===== src/rtl/wts_scheduler_pkg.sv =====
// Shared constants and state encoding for the wave-RAM access scheduler.
package wts_scheduler_pkg;

  localparam int NUM_CH    = 5;
  localparam int NUM_SLOTS = 6;
  localparam int CPU_SLOT  = 5;
  localparam int CNT_W     = 3;

  // Round edge index of the commit edge: two drain clocks after the last slot.
  localparam logic [CNT_W-1:0] LAST_EDGE = CNT_W'(NUM_SLOTS + 1);

  typedef enum logic [1:0] {
    ST_IDLE,
    ST_FETCH,
    ST_CPU,
    ST_DRAIN
  } state_e;

  function automatic logic [6:0] ch_field(input logic [NUM_CH*7-1:0] v,
                                          input logic [CNT_W-1:0]    n);
    return v[7*int'(n) +: 7];
  endfunction

endpackage


===== src/rtl/wts_sample_bank.sv =====
// Per-channel shadow registers filled during a round, committed together on one strobe.
module wts_sample_bank
  import wts_scheduler_pkg::*;
(
  input  logic                  clk,
  input  logic                  nreset,
  input  logic                  cap_en,
  input  logic [CNT_W-1:0]      cap_idx,
  input  logic [7:0]            cap_data,
  input  logic                  commit,
  output logic [NUM_CH*8-1:0]   samples,
  output logic                  valid
);

  logic [7:0]          shadow_q [NUM_CH];
  logic [NUM_CH*8-1:0] samples_q;
  logic                valid_q;

  // NOTE: the shadow array is only five bytes of flops, not a RAM macro, so it is
  // reset like any other register; a real memory array would be left unreset.
  always_ff @(posedge clk or negedge nreset) begin
    if (!nreset) begin
      for (int i = 0; i < NUM_CH; i++) shadow_q[i] <= 8'h00;
      samples_q <= '0;
      valid_q   <= 1'b0;
    end else begin
      valid_q <= commit;
      for (int i = 0; i < NUM_CH; i++) begin
        if (cap_en && cap_idx == CNT_W'(i)) shadow_q[i] <= cap_data;
        if (commit) samples_q[8*i +: 8] <= shadow_q[i];
      end
    end
  end

  assign samples = samples_q;
  assign valid   = valid_q;

endmodule


===== src/rtl/wts_wave_ram_scheduler.sv =====
// Time-slots one wave RAM between five tone-generator fetches and one CPU access per round.
// Optional sticky overrun flag enabled by defining WTS_OVERRUN_DETECT_EN.
module wts_wave_ram_scheduler
  import wts_scheduler_pkg::*;
(
  input  logic                clk,
  input  logic                nreset,
  input  logic                active,
  input  logic [NUM_CH*7-1:0] ch_wave_address,
  input  logic                cpu_req,
  input  logic                cpu_we,
  input  logic [2:0]          cpu_ch,
  input  logic [6:0]          cpu_address,
  input  logic [7:0]          cpu_wdata,
  output logic                cpu_ack,
  output logic [7:0]          cpu_rdata,
  output logic [9:0]          ram_address,
  output logic                ram_we,
  output logic [7:0]          ram_wdata,
  input  logic [7:0]          ram_rdata,
  output logic [NUM_CH*8-1:0] ch_sample,
  output logic                sample_valid,
  output logic                overrun,
  input  logic                overrun_clear
);

  state_e           state_q, state_d;
  logic [CNT_W-1:0] cnt_q, cnt_d;
  logic [9:0]       addr_q, addr_d;
  logic             we_q, we_d;
  logic [7:0]       wdata_q, wdata_d, rdata_q, rdata_d;
  logic             taken_q, taken_d, wr_q, wr_d, null_q, null_d, ack_q, ack_d;
  logic             cap_en, commit, ovr_set;
  logic [CNT_W-1:0] cap_idx;

  // NOTE: every output of this block gets a default before the case so that no
  // path leaves a signal unassigned and infers a latch.
  always_comb begin
    state_d = state_q;
    cnt_d   = cnt_q;
    addr_d  = addr_q;
    we_d    = 1'b0;
    wdata_d = wdata_q;
    rdata_d = rdata_q;
    taken_d = taken_q;
    wr_d    = wr_q;
    null_d  = null_q;
    ack_d   = 1'b0;
    commit  = 1'b0;
    ovr_set = active && (state_q != ST_IDLE);
    // Read data lags the address register by two edges, so shadow n lands at edge n+2.
    cap_en  = (state_q != ST_IDLE) && (cnt_q >= CNT_W'(2)) && (cnt_q <= CNT_W'(NUM_SLOTS));
    cap_idx = cnt_q - CNT_W'(2);

    unique case (state_q)
      ST_IDLE: begin
        if (active) begin
          state_d = ST_FETCH;
          cnt_d   = CNT_W'(1);
          addr_d  = {3'd0, ch_field(ch_wave_address, 3'd0)};
          taken_d = 1'b0;
        end
      end
      ST_FETCH: begin
        addr_d = {cnt_q, ch_field(ch_wave_address, cnt_q)};
        cnt_d  = cnt_q + CNT_W'(1);
        if (cnt_q == CNT_W'(CPU_SLOT - 1)) state_d = ST_CPU;
      end
      ST_CPU: begin
        cnt_d   = cnt_q + CNT_W'(1);
        state_d = ST_DRAIN;
        if (cpu_req) begin
          taken_d = 1'b1;
          wr_d    = cpu_we;
          null_d  = (cpu_ch > 3'(NUM_CH - 1));
          if (cpu_ch <= 3'(NUM_CH - 1)) begin
            addr_d  = {cpu_ch, cpu_address};
            we_d    = cpu_we;
            wdata_d = cpu_wdata;
          end
        end
      end
      ST_DRAIN: begin
        if (cnt_q == LAST_EDGE) begin
          state_d = ST_IDLE;
          commit  = 1'b1;
          taken_d = 1'b0;
          if (taken_q) begin
            ack_d = 1'b1;
            if (null_q)   rdata_d = 8'h00;
            else if (!wr_q) rdata_d = ram_rdata;
          end
        end else begin
          cnt_d = cnt_q + CNT_W'(1);
        end
      end
      default: state_d = ST_IDLE;
    endcase
  end

  always_ff @(posedge clk or negedge nreset) begin
    if (!nreset) begin
      state_q <= ST_IDLE;
      cnt_q   <= '0;
      addr_q  <= '0;
      we_q    <= 1'b0;
      wdata_q <= '0;
      rdata_q <= '0;
      taken_q <= 1'b0;
      wr_q    <= 1'b0;
      null_q  <= 1'b0;
      ack_q   <= 1'b0;
    end else begin
      state_q <= state_d;
      cnt_q   <= cnt_d;
      addr_q  <= addr_d;
      we_q    <= we_d;
      wdata_q <= wdata_d;
      rdata_q <= rdata_d;
      taken_q <= taken_d;
      wr_q    <= wr_d;
      null_q  <= null_d;
      ack_q   <= ack_d;
    end
  end

  wts_sample_bank u_bank (
    .clk      (clk),
    .nreset   (nreset),
    .cap_en   (cap_en),
    .cap_idx  (cap_idx),
    .cap_data (ram_rdata),
    .commit   (commit),
    .samples  (ch_sample),
    .valid    (sample_valid)
  );

`ifdef WTS_OVERRUN_DETECT_EN
  logic ovr_q;

  // A set wins over a clear arriving on the same edge.
  always_ff @(posedge clk or negedge nreset) begin
    if (!nreset)            ovr_q <= 1'b0;
    else if (ovr_set)       ovr_q <= 1'b1;
    else if (overrun_clear) ovr_q <= 1'b0;
  end

  assign overrun = ovr_q;
`else
  logic unused_ovr;
  assign unused_ovr = ^{ovr_set, overrun_clear};
  assign overrun    = 1'b0;
`endif

  assign ram_address = addr_q;
  assign ram_we      = we_q;
  assign ram_wdata   = wdata_q;
  assign cpu_ack     = ack_q;
  assign cpu_rdata   = rdata_q;

endmodule


===== config.mk =====
export PLATFORM = sky130hd
export DESIGN_NAME = wts_wave_ram_scheduler
export DESIGN_NICKNAME = d
export VERILOG_FILES = /design/src/rtl/wts_scheduler_pkg.sv /design/src/rtl/wts_sample_bank.sv /design/src/rtl/wts_wave_ram_scheduler.sv
export SDC_FILE = /design/constraint.sdc
export NUM_CORES = 1
export LEC_CHECK = 0
export CAP_MARGIN = 20
export CORE_UTILIZATION = 49
export CTS_CLUSTER_DIAMETER = 120
export CTS_CLUSTER_SIZE = 14
export DETAILED_ROUTE_END_ITERATION = 8
export PLACE_DENSITY = 0.8
export SYNTH_ARGS = -nofsm -noshare
export SYNTH_HDL_FRONTEND = slang
export SYNTH_SLANG_ARGS = --single-unit

===== constraint.sdc =====
create_clock -name clk -period 2.8 [get_ports clk]
set_input_delay 0.84 -clock clk [delete_from_list [all_inputs] [get_ports clk]]
set_output_delay 0.84 -clock clk [all_outputs]
set_load 0.05 [all_outputs]

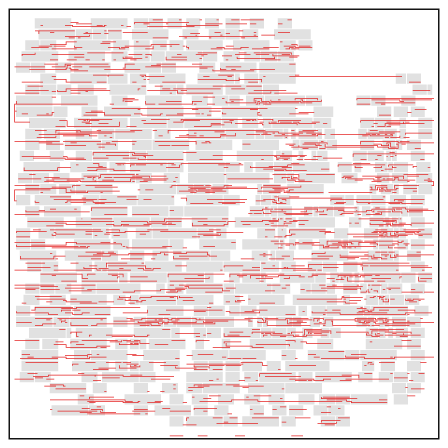
(images/met1.png)
nets with wire on the layer	537
wire length on this layer	5190 um
share of all routed wire	40%
total wire length: 12900 um
met1 usage: 0.306

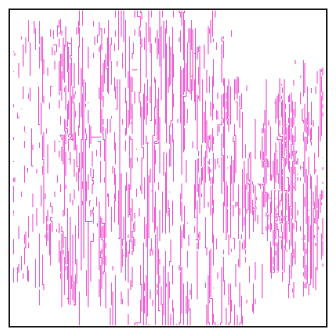
(images/met2.png)
share of all routed wire	51%
main direction	vertical
nets with wire on the layer	570
wire length on this layer	6540 um
longest straight run	57.8 um
met2 Track Usage GR: 0.432
Via Count: 3740

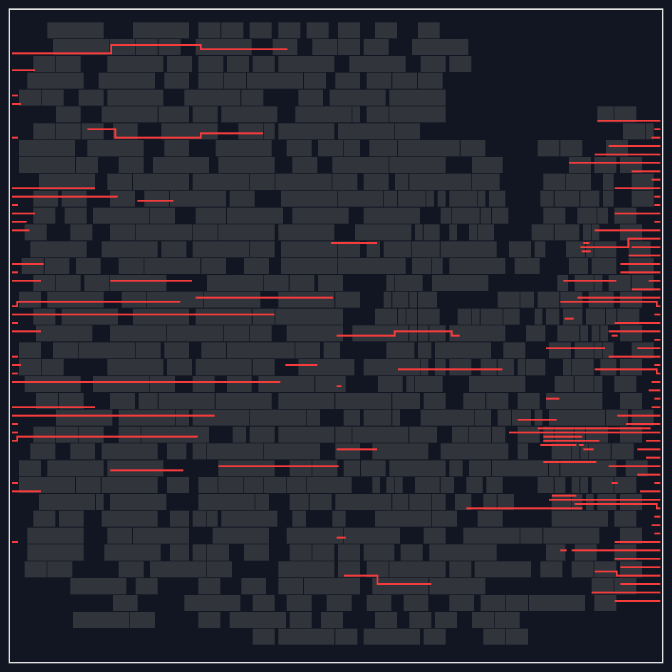
(images/met3.png)
share of all routed wire	7.2%
nets with wire on the layer	102
main direction	horizontal
wire length on this layer	932 um
met3 Use GR: 0.0804

==> impl_metrics.json <==
{
  "crit_path_start": "u_bank.samples[39]",
  "p_leak_nw": 3.15,
  "seq_share": 0.394,
  "worst_pin_slew_ps": 704,
  "ant_nets": 0,
  "yosys_cells": 381,
  "lay_top_cells": "clkdlybuf4s50_1, dfrtp_1, mux2_2",
  "drtPass1Iterations": 4,
  "cts.path.max_buffers": 2,
  "ff_count": 117,
  "slowest_delay_ps": 840,
  "layout_min_cycle_time_ps": 2560,
  "hold_buffers": 0,
  "dieArea_sq_um": 11100,
  "slew_violations": 0,
  "cts_resized": 0,
  "p_sw_frac": 0.405,
  "detail_route.iter0.violations": 186,
  "crit_cells": 1,
  "fin_area_sq_um": 7440,
  "hold_ws_ps": 294,
  "sequentialPowerShare": 0.282,
  "status": "finished clean",
  "synth.largest_area_cell": "dfrtp_1",
  "setup-violations-final": 0,
  "reg2reg_to": "u_bank.shadow_q[32]",
  "topCombFamilyByArea": "multiplexers",
  "numCtsBuffers": 17,
  "clkbuf_count": 22,
  "die_w_um": 105,
  "finalCritPeriodShare": 0.914,
  "drive_gt1_frac": 0.289,
  "edf_count": 0,
  "synthAoiAreaFrac": 0.0891,
  "cp_data_required_time_ps": 1960,
  "clock-sinks": 117,
  "comb_area_sq_um": 2160,
  "layoutNonFillerInstCount": 679,
  "regArea_sq_um": 2930,
  "ir_drop_mv": 0.887,
  "comb_share": 0.290,
  "ys_sh_xor": 0,
  "place_ws_ps": 278,
  "largest_class": "flip-flops and latches",
  "yosysUniqueCellTypes": 49,
  "worstSetupEndpointType": "primary output",
  "grt_usage": 0.254,
  "routed_via_density": 5.51,
  "fp_util": 0.506,
  "syn_avg_cell_area_sq_um": 13.7,
  "fin_util": 0.721,
  "seq_area_frac_synth": 0.560,
  "wl_met2_um": 6540,
  "slowest_stage": "clkdlybuf4s50_1",
  "dp_hpwl_um": 8990,
  "clkPwrFrac": 0.225,
  "r2r_slack_ps": 560,
  "worst-path-max-fanout": 2,
  "synthesis.area_sq_um": 5230,
  "top_cell": "dfrtp_1",
  "cts_setup_buffers": 0,
  "switchingPower_mw": 4.35,
  "yosys-top-cells-count": "dfrtp_1, mux2_2, inv_1",
  "synth_chip_area_sq_um": 5230,
  "synthesis.nets": 461,
  "final-clk-cell-share": 0.0888,
  "grt_first_pass_wirelength_um": 21300,
  "fmax_mhz": 391,
  "intPower_mw": 6.40,
  "overflow": 0,
  "synth_top_area_share": 0.560,
  "pg_seq_mw": 3.03,
  "critPathKind": "reg -> out",
  "maxCapViolCount": 0,
  "synthArstFlopShare": 1.00,
  "power.group.top": "combinational cells",
  "startpoint_type": "flip-flop",
  "rsz0062_at_grt": "no",
  "pwr_density_cell_nw_per_um2": 1440,
  "top_usage_layer": "met2",
  "rows": 37,
  "die_h_um": 105,
  "io_buffers": 134,
  "gp_congestion": 1.01,
  "n_tap_cell": 136,
  "reg2reg_depth": 5,
  "wire_per_inst_um": 19.0,
  "topRoutingLayerUsed": "met4",
  "ys.flop_type": "dfrtp_1",
  "wl_met3_um": 932,
  "finalWorstSetupSlack_ps": 242,
  "hp-class": "in -> async",
  "lay_top_count": "clkdlybuf4s50_1",
  "crit_chain": "clkdlybuf4s50_1",
  "power_mw": 10.7,
  "setup_tns_ps": 0,
  "post-route-drc-count": 0,
  "hold_viol_final": 0,
  "top_level_ports": 137,
  "fp.coreArea_sq_um": 10300,
  "mux_area_frac": 0.218,
  "synthCells": 381,
  "max_slew_margin": 0.531,
  "ys_ff": 117,
  "insertion_delay_ps": 510
}
